### Floorplan with the power grid, run 1

Scale bar: 50 microns. Pins as bars on the die edge.
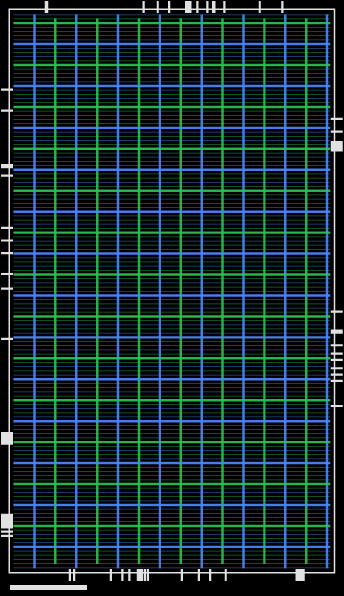
### Cells coloured by class, run 1

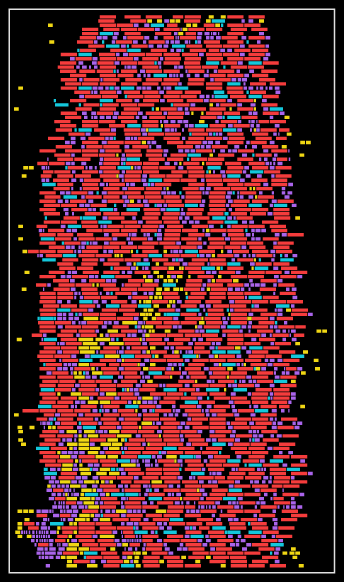
### Port wiring, run 1

Scale bar: 50 microns.
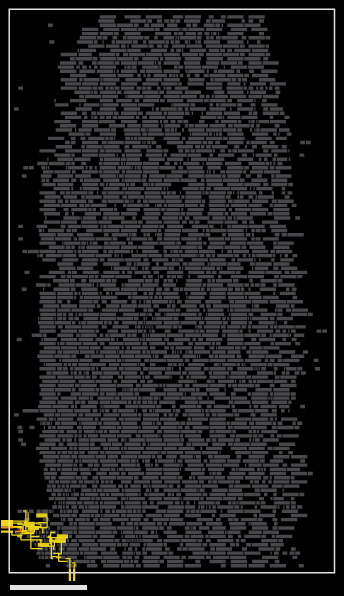
<file path="config.mk">
export PLATFORM = sky130hd
export DESIGN_NAME = syncfifo_lvl
export DESIGN_NICKNAME = d
export VERILOG_FILES = /design/src/rtl/syncfifo_pkg.sv /design/src/rtl/sfifo_ram.sv /design/src/rtl/syncfifo_lvl.sv
export SDC_FILE = /design/constraint.sdc
export NUM_CORES = 1
export LEC_CHECK = 0
export CORE_ASPECT_RATIO = 1.75
export CORE_MARGIN = 2
export CORE_UTILIZATION = 56
export CTS_CLUSTER_SIZE = 10
export DETAILED_ROUTE_END_ITERATION = 6
export GPL_TIMING_DRIVEN = 0
export PLACE_DENSITY = 0.78
export SYNTH_ARGS = -nofsm -noshare
export SYNTH_HDL_FRONTEND = slang
export SYNTH_HIERARCHICAL = 1
export SYNTH_SLANG_ARGS = --single-unit
</file>
<file path="constraint.sdc">
create_clock -name clk -period 4 [get_ports clk]
set_input_delay 1 -clock clk [delete_from_list [all_inputs] [get_ports clk]]
set_output_delay 1 -clock clk [all_outputs]
set_load 0.05 [all_outputs]
</file>
<file path="src/rtl/syncfifo_pkg.sv">
// Shared constants and helpers for the single-clock level-reporting FIFO.
// Optional sticky error flags are enabled by defining SYNCFIFO_ERR_STICKY_EN.
package syncfifo_pkg;

   localparam int AWIDTH_DEF    = 5;
   localparam int DWIDTH_DEF    = 32;
   localparam int AF_THRESH_DEF = 28;
   localparam int AE_THRESH_DEF = 4;

   function automatic int depth_f(input int aw);
      return 1 << aw;
   endfunction

   // Pointers and count share one width: one extra bit beyond the RAM address.
   function automatic int ptr_w_f(input int aw);
      return aw + 1;
   endfunction

   function automatic bit thresh_ok(input int aw, input int af, input int ae);
      return (af >= 1) && (af <= depth_f(aw)) && (ae >= 0) && (ae <= depth_f(aw) - 1);
   endfunction

endpackage

</file>
<file path="src/rtl/sfifo_ram.sv">
// Simple dual-port RAM with a registered read port; storage array is never reset.
module sfifo_ram #(
   parameter int AWIDTH = 5,
   parameter int DWIDTH = 32
) (
   input  logic              clk,
   input  logic              rst,
   input  logic              we,
   input  logic [AWIDTH-1:0] waddr,
   input  logic [DWIDTH-1:0] wdata,
   input  logic              re,
   input  logic [AWIDTH-1:0] raddr,
   output logic [DWIDTH-1:0] rdata
);

   logic [DWIDTH-1:0] r_mem [2**AWIDTH];
   logic [DWIDTH-1:0] r_rdata;

   always_ff @(posedge clk) begin
      if (we) r_mem[waddr] <= wdata;
   end

   // Only the output register is cleared; it holds whenever no read is issued.
   always_ff @(posedge clk) begin
      if (rst)     r_rdata <= '0;
      else if (re) r_rdata <= r_mem[raddr];
   end

   assign rdata = r_rdata;

endmodule

</file>
<file path="src/rtl/syncfifo_lvl.sv">
// Single-clock FIFO with fill level, almost flags, flush and registered read port.
// Define SYNCFIFO_ERR_STICKY_EN to add sticky ovf/udf error outputs.
module syncfifo_lvl
   import syncfifo_pkg::*;
#(
   parameter int AWIDTH    = AWIDTH_DEF,
   parameter int DWIDTH    = DWIDTH_DEF,
   parameter int AF_THRESH = AF_THRESH_DEF,
   parameter int AE_THRESH = AE_THRESH_DEF
) (
   input  logic              clk,
   input  logic              rst,
   input  logic              flush,
   input  logic              wdv,
   input  logic [DWIDTH-1:0] wdata,
   output logic              wfull,
   input  logic              rrq,
   output logic [DWIDTH-1:0] rdata,
   output logic              rdv,
   output logic              rempty,
   output logic              almost_full,
   output logic              almost_empty,
`ifdef SYNCFIFO_ERR_STICKY_EN
   output logic              ovf,
   output logic              udf,
`endif
   output logic [AWIDTH:0]   count
);

   localparam int            PW      = ptr_w_f(AWIDTH);
   localparam logic [PW-1:0] C_DEPTH = PW'(depth_f(AWIDTH));
   localparam logic [PW-1:0] C_AF    = PW'(AF_THRESH);
   localparam logic [PW-1:0] C_AE    = PW'(AE_THRESH);
   localparam logic [PW-1:0] C_ONE   = PW'(1);

   if (!thresh_ok(AWIDTH, AF_THRESH, AE_THRESH)) begin : g_bad_thresh
      $error("syncfifo_lvl: AF_THRESH/AE_THRESH out of range for AWIDTH");
   end

   logic [PW-1:0] r_wptr;
   logic [PW-1:0] r_rptr;
   logic [PW-1:0] r_count;
   logic          r_rdv;
   logic          w_wen;
   logic          w_ren;

   // Flush and reset discard any request issued in the same cycle.
   assign w_wen = wdv & ~wfull  & ~flush & ~rst;
   assign w_ren = rrq & ~rempty & ~flush & ~rst;

   always_ff @(posedge clk) begin
      if (rst || flush) begin
         r_wptr  <= '0;
         r_rptr  <= '0;
         r_count <= '0;
         r_rdv   <= 1'b0;
      end else begin
         if (w_wen) r_wptr <= r_wptr + C_ONE;
         if (w_ren) r_rptr <= r_rptr + C_ONE;
         case ({w_wen, w_ren})
            2'b10:   r_count <= r_count + C_ONE;
            2'b01:   r_count <= r_count - C_ONE;
            default: r_count <= r_count;
         endcase
         r_rdv <= w_ren;
      end
   end

   sfifo_ram #(
      .AWIDTH (AWIDTH),
      .DWIDTH (DWIDTH)
   ) u_ram (
      .clk   (clk),
      .rst   (rst),
      .we    (w_wen),
      .waddr (r_wptr[AWIDTH-1:0]),
      .wdata (wdata),
      .re    (w_ren),
      .raddr (r_rptr[AWIDTH-1:0]),
      .rdata (rdata)
   );

   assign count        = r_count;
   assign rdv          = r_rdv;
   assign rempty       = (r_count == '0);
   assign wfull        = (r_count == C_DEPTH);
   assign almost_full  = (r_count >= C_AF);
   assign almost_empty = (r_count <= C_AE);

`ifdef SYNCFIFO_ERR_STICKY_EN
   logic r_ovf;
   logic r_udf;

   // Clearing wins over a same-cycle error.
   always_ff @(posedge clk) begin
      if (rst || flush) begin
         r_ovf <= 1'b0;
         r_udf <= 1'b0;
      end else begin
         if (wdv & wfull)  r_ovf <= 1'b1;
         if (rrq & rempty) r_udf <= 1'b1;
      end
   end

   assign ovf = r_ovf;
   assign udf = r_udf;
`endif

endmodule

</file>
==> notes.org, run 1 <==
#+TITLE: Synthesis and PnR summary

** GRT
- The via count of the first global-routing pass came to 25700.
- Maximum number of pins on one net before global-route repair :: 33
- The first global-routing pass estimated between 150000 and 200000 microns of wire.
- Recorded from the global router log, the overflow total was 0.
- GRT Resource Usage Total :: 32.5%
- The initial antenna violation count came to 0.

** Logic synthesis
- Per the synth log, the flip-flop and latch total comes to approximately 1100.
- After synthesis, the largest area contributor takes up 73.8% of total cell area.
- Average cell area after synthesis :: ~18 sq um
- Ranked by total cell area, the synthesized netlist is headed by sky130_fd_sc_hd__edfxtp_1, sky130_fd_sc_hd__mux2i_1, sky130_fd_sc_hd__a22oi_1, sky130_fd_sc_hd__dfxtp_1, sky130_fd_sc_hd__a21oi_1.
- Top cell types by occurrence after synthesis :: sky130_fd_sc_hd__edfxtp_1, sky130_fd_sc_hd__mux2i_1, sky130_fd_sc_hd__a22oi_1
- Distinct cell type count after synthesis :: around 40
- The synthesized netlist occupies a cell area of ~0.042 sq mm.
- Counting flops with a built-in enable in the synthesized netlist gives slightly above 1000.
- At floorplan, the net count of the design was reported as roughly 2400.
- Warnings, synthesis :: 6
- Gate count of the mapped netlist :: about 2300
- Yosys stat counts approximately 2300 cells in the synthesized netlist.

** Setup path
- Looking at the setup timing report, the critical path kind is in2reg.
- Required time worst endpoint :: roughly 4.4 ns
- Critical path's slowest cell :: sky130_fd_sc_hd__nor2_4
- Per STA, the worst path is made up of clkdlybuf4s15_2 -> or2_2 -> clkbuf_1 -> or2_2 -> inv_1 -> nand3_1 -> nor2_4 -> buf_12.
- Critical path peak fanout :: 22
- Largest delay contributor family on the critical path :: simple AND/OR/NAND/NOR gates
- Worst Reg2Reg Path Length in Cells :: 8
- For the worst reg-to-reg path, the startpoint reported by OpenROAD is count[0].
- The most numerous cell type found on the critical path is sky130_fd_sc_hd__or2_2.
- Worst reg2reg endpoint :: u_ram/r_mem[11][15]
- Number of cells on the critical path :: 8
- OpenSTA lists the critical path startpoint as rst.
- Capturing element type of the critical path :: flip-flop
- Highest cell delay on the worst timing path :: roughly 0.76 ns
- Capturing instance or port of the critical path :: u_ram/r_mem[11][15]
- The OpenROAD report gives the critical path a data arrival time of approximately 4.3 ns.

** Timing
- The critical path in the final layout is reported with a setup slack of 0.0378 ns.
- Post-route fraction of the period consumed by the critical path :: approximately 99%
- Endpoints failing hold in the final report were tallied at 0.
- Final-report setup violation count :: 0
- In this run the tightest slew margin relative to its limit is 3.48%.
- Number of pins exceeding their max-slew limit in the final report :: 0
- Clock tree skew after final layout :: between 0.03 and 0.04 ns

** Clock network
- H-tree lvl count :: 3
- Worst-Skew Late Latency :: a little over 0.7 ns
- Maximum clock insertion buffer count :: 3
- Clk sink count :: roughly 1100
- TritonCTS built the clock tree.
- CTS Root Cell :: sky130_fd_sc_hd__clkbuf_16
- CTS added clock buffers totalling around 120.
- Looking at the worst setup and hold paths, the clock pins of their registers show a slew of 0.06 ns.

** Placed design
- STA on the placed design reports a worst setup slack of -1.49 ns.
- After detailed placement, the total cell area comes to about 0.045 sq mm.
- Detailed placer's ending HPWL :: 77100 microns
- Final weighted congestion of routability-driven global placement :: around 0.84

** Min path
- The worst hold path belongs to the class reg2reg.
- End of the worst hold path :: u_ram/rdata[13]
- Hold path startpoint :: u_ram/rdata[13]
- Hold path depth :: 2

** Route
- DRT antenna net count :: 0
- Drt via density :: just under 7
- The routed layout reports a DRC error count of 0.
- After detailed routing, the total wire length is about 130000 microns.
- The first TritonRoute pass finished after 5 iterations.

** Job
- Max-cap violation count :: 0
- Warnings raised by the tools during the run amount to 28.

** Cells and area
- Layout Utilization :: 66.3%
- By instance count after routing, the leading logic cell types are sky130_fd_sc_hd__edfxtp_1, sky130_fd_sc_hd__mux2i_1, sky130_fd_sc_hd__a22oi_1.
- Proportion of layout cells with a drive suffix above 1 :: a little under an eighth
- Total inserted antenna cells :: 0
- In the final layout, the multi-input gates occupy 0.00934 sq mm.
- Per the layout area report, the register area comes to roughly 0.032 sq mm.
- In the final layout, the fill cell count is about 4500.

** Status
- The run finished with clean final reports.

** Power and ir drop
- Leak :: about 0.015 uW
- The flow reported a cell area power density of approximately 460 mW/mm^2.

** Floorplan
- Effective utilization at floorplan :: around 56%
- Die height :: approximately 360 microns
- The total area inside the core boundary comes to roughly 0.074 sq mm.
- Width of the die :: roughly 210 microns
Back to the opening pictures, 'Floorplan with the power grid':
legend:
  VSS:
    colour: blue
  VDD:
    colour: green
met4 straps: 15
met1 rails: 133
met5 straps: 26

Back to the opening pictures, 'Cells coloured by class':
legend:
  clock drivers and dummy loads:
    colour: cyan
    cells: 218
  flops:
    colour: red
    cells: 1073
  other buffers and delay cells:
    colour: yellow
    cells: 318
  all other logic:
    colour: purple
    cells: 1134

Back to the opening pictures, 'Port wiring':
legend:
  `count`:
    colour: yellow
    bits: 6
    direction: output
    edge: 4 left, 2 bottom
    end_cells: 6
    buffers: 6
    wire: 317 microns
  `almost_full`:
    colour: orange
    bits: 1
    direction: output
    edge: left
    end_cells: 1
    buffers: 1
    wire: 15.4 microns
number of top-level pins: 80
Port-buffer cells: 79

==> run 1: where the power goes <==
group	internal (uW)	switching, uW
combinational	98.0	261
sequential	12300	8.66
clock	5550	4200
==> run 1: layer usage <==
metal	part of all wire [%]	vias up	track usage (%)
met5	0	-	0
met4	9.2	0	26.3
met3	9.5	545	5.81
met2	50	2008	55.3
met1	32	12500	35.9
li1	-	10000	-
==> run 1: area by class of cell <==
class / instances / share of cell area [%]
Sequential cell: 1073 / 64.8
Multi-Input combinational cell: 1130 / 19.1
Clock buffer: 213 / 6.80
Timing Repair Buffer: 178 / 5.07
Tap cell: 938 / 2.40
Buffer: 140 / 1.70
Clock inverter: 5 / 0.112
Inverter: 4 / 0.0307
==> run 1: registers in the layout, summed over array words and instances, names as in the netlist <==
register / cells
r_rptr: 5
u_ram/r_mem: 1024
count: 6
u_ram/rdata: 32
rdv: 1
r_wptr: 5
==> run 1: kinds of logic after synthesis <==
family	Yosys count	share of synthesized area, %
DFF	1073	76.2
muxes	515	12.4
AOI/OAI and AO/OA	438	7.04
and+or+nand+nor	161	2.01
buffers and inverters	144	2.01
xor gates and xnor gates	8	0.168
adders and majority gates	8	0.258
==> run 1: repair_timing <==
| action | CTS | global route |
|---|---|---|
| gates resized | 7 | 1 |
| buffers inserted | 49 | 18 |
| pin swaps | 22 | 6 |
| hold endpoints to repair | 0 | 0 |
| setup endpoints to repair | 1033 | 104 |
==> run 1: per-stage QoR <==
stage / setup TNS, ns / hold WS [ns] / instances
after floorplan: -72.51 / 0.487 / 2347
after global placement: -3084.85 / 0.475 / 3364
after detailed placement: -1145.03 / 0.481 / 3396
after CTS: 0 / 0.488 / 3663
after global routing: -0.0545 / 0.525 / 3681
final: 0 / 0.483 / 3681
### Local utilization, run 1

Scale bar: 50 microns. The die is cut into 21 by 36 equal tiles; black is low, pale yellow is high, 0 to 100% covered.
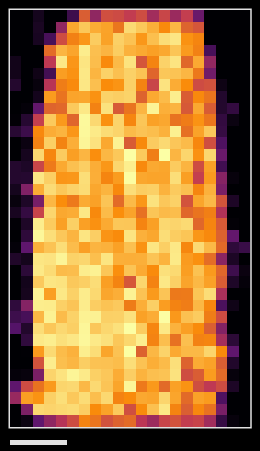

==> run 1 -> run 2 <==
- SKIP_LAST_GASP: default -> 1
- SYNTH_HIERARCHICAL: 1 -> default
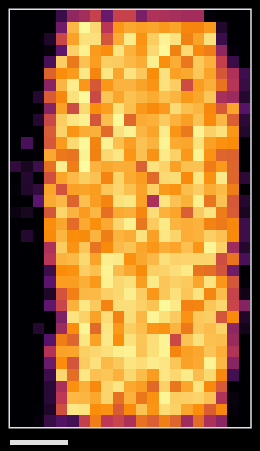
*Local utilization, run 2*
Scale bar: 50 microns. The die is cut into 21 by 36 equal tiles; black is low, pale yellow is high, 0 to 100% covered.
mean over tiles: 61%
tiles over 75% full: 55%
emptiest ninth of the die: lower left

==> run 2 against run 1 <==
Largest power group unchanged. Synthesized area fell by 2.2%. Sequential share of layout area rose by 2.6 points. Setup slack improved by 0.054 ns. The run now ends with capacitance limit, slew limit left. Via count fell by 17%. Critical endpoint is now u_ram.rdata[3]. Hold slack got worse by 0.00082 ns. Clock skew fell by 0.0031 ns. Design area fell by 3.8%. Synthesized cell count fell by 19%. Non-clock buffer count fell by 91. Clock power fell by 1%.
==> notes.org, run 2 <==
#+TITLE: Synthesis and PnR summary

** Cells and area
- Fill cell count :: approximately 4400
- By area, registers come first.
- Non-CTS inverters :: 7
- Clock buffer cells :: around 200
- After layout the clock buffers and inverters come to ~7% of cell area.
- Per the final report, the share of cell area in non-clock buffers is around 4.6%.
- 0 antenna diodes ended up in the layout.

** Route
- Total wire length after detailed routing :: approximately 100000 microns
- Drt via density :: between 6 and 7
- Nets still carrying antenna violations after routing amount to 0.

** GRT
- GRT Resource Usage Total :: between 20% and 30%
- Maximum number of pins on one net before global-route repair :: 33
- Remaining global-route overflow :: 0
- The via count of the first global-routing pass was 22400.
- Wire length of the first global-routing pass :: about 140000 microns

** Logic synthesis
- Gate count of the mapped netlist :: 1902
- The synthesized design devotes to its leading area cell type 75.5% of total area.
- Counting flops with a built-in enable in the synthesized netlist gives a little over 1000.
- Warnings, synthesis :: 0
- After synthesis, the netlist uses 49 different library cells.
- Average cell area after synthesis :: ~21 sq um
- The main area contributors are sky130_fd_sc_hd__edfxtp_1, sky130_fd_sc_hd__mux4_2, sky130_fd_sc_hd__mux2i_1, sky130_fd_sc_hd__dfxtp_1, sky130_fd_sc_hd__a22o_1.
- Per the Yosys statistics, synthesis produced around 1900 cells.
- Total standard cell area after synthesis :: between 0.04 and 0.05 sq mm

** Power and ir drop
- Sw Pwr :: ~4400 uW
- Fraction of power consumed by the clock network :: a little over two fifths
- Internal power comes to approximately 18000 uW.
- Comb power frac :: 1.9%
- Share of total power in sequential cells :: 55.1%
- Power spread over the standard cell area amounts to between 400 and 500 mW/mm^2.
- Net switching is between 10% and 20% of the power.

** Placed design
- Per the placement log, port buffering inserted roughly 79 buffers.
- Number of instances in the placed design :: roughly 2900
- The HPWL after detailed placement is 64000 microns.
- Final weighted congestion of routability-driven global placement :: roughly 0.81

** Setup path
- Capturing element type of the critical path :: flip-flop
- Along the worst path, the maximum fanout reaches 10.
- Worst r2r src :: r_rptr[1]
- STA puts the critical path data required time at 4.58 ns.
- On the critical path the data arrives at 4.48 ns.
- Type of the worst setup path :: reg2reg

** Timing
- Final-report setup violation count :: 0
- Post-route fraction of the period consumed by the critical path :: 97.7%
- Pins over their slew limit in the final report were tallied at 1.
- Worst slew margin relative to its limit :: -2.47%
- Worst-case hold slack :: between 0.4 and 0.5 ns

** Job
- In this run the maximum-capacitance check reported violations numbering 1.
- OpenROAD emitted warnings numbering 30.

** Clock network
- Buffers added to address setup during post-CTS repair amount to 0.
- The H-tree was split into 3 levels.
- The clock net in this run drives a total of between 1000 and 1500 sinks.
- For reference, the clock transition at the flip-flops on the worst setup and hold paths is 0.06 ns.
- Worst-Skew Late Latency :: 0.70 ns

** Min path
- Checking hold timing, the worst path is listed with class reg2reg.
- The launch point of the worst min-delay path is recorded as u_ram.rdata[20].

** Status
- The final reports fail on capacitance limit, slew limit.
- The flow ran to the end, but the final reports show violations.

** Floorplan
- The die is just over 200 microns wide.
- roughly 80 I/O pins were placed.
- Tap insertion was completed with about 920 tapcells.
## run 2: critical path, cell delays in order, from the launching register on
cell and delay (ns):
sky130_fd_sc_hd__dfxtp_1 0.35, sky130_fd_sc_hd__buf_2 0.29, sky130_fd_sc_hd__nand3b_1 0.16, sky130_fd_sc_hd__clkbuf_1 0.48, sky130_fd_sc_hd__clkbuf_1 0.65, sky130_fd_sc_hd__o22ai_1 0.20, sky130_fd_sc_hd__a2111oi_0 1.29, sky130_fd_sc_hd__a21oi_1 0.13
sky130_fd_sc_hd__a22o_1 0.25
## run 2: routing by layer
layer / vias up / GRT usage, % / share of wire [%]
met2: 1246 / 48.9 / 55
met3: 339 / 4.69 / 7.6
met5: - / 0 / 0.026
met4: 4 / 13.6 / 5.4
met1: 10800 / 28.9 / 32
li1: 8509 / - / -
## run 2: power by group through the flow
stage                     Sequential, uW  Combinational [uW]  Clock, uW
final                              12300                 419       9610
after global routing               12300                 446      10100
after CTS                          12300                 413       9670
after detailed placement           12600                 408          0
after global placement             12600                 373          0
after floorplan                    12600                 140          0
## run 2: worst max path at each step
stage                     slack [ns]                  end
after floorplan                 0.46             count[5]
after global placement         -1.46  u_ram.r_mem[19][22]
after detailed placement       -0.89             count[5]
after CTS                       0.04             count[5]
after global routing            0.08             count[5]
final                           0.09       u_ram.rdata[3]
## run 2: logic make-up after synthesis
kind of cell / after synthesis / synth area share (%)
AND-OR/OR-AND: 269 / 4.99
XOR/XNOR: 11 / 0.237
adder cells (fa/ha/maj): 11 / 0.356
buffers and inverters: 120 / 1.51
flip-flops: 1073 / 77.9
multiplexers: 324 / 13.9
AND/OR/NAND/NOR: 94 / 1.11
## run 2: timing repair
item,4_1_cts,5_1_grt
setup endpoints to repair,3,1
resized,2,3
pin swaps,0,0
gates cloned,0,0
Power and IR drop assume default switching activity.
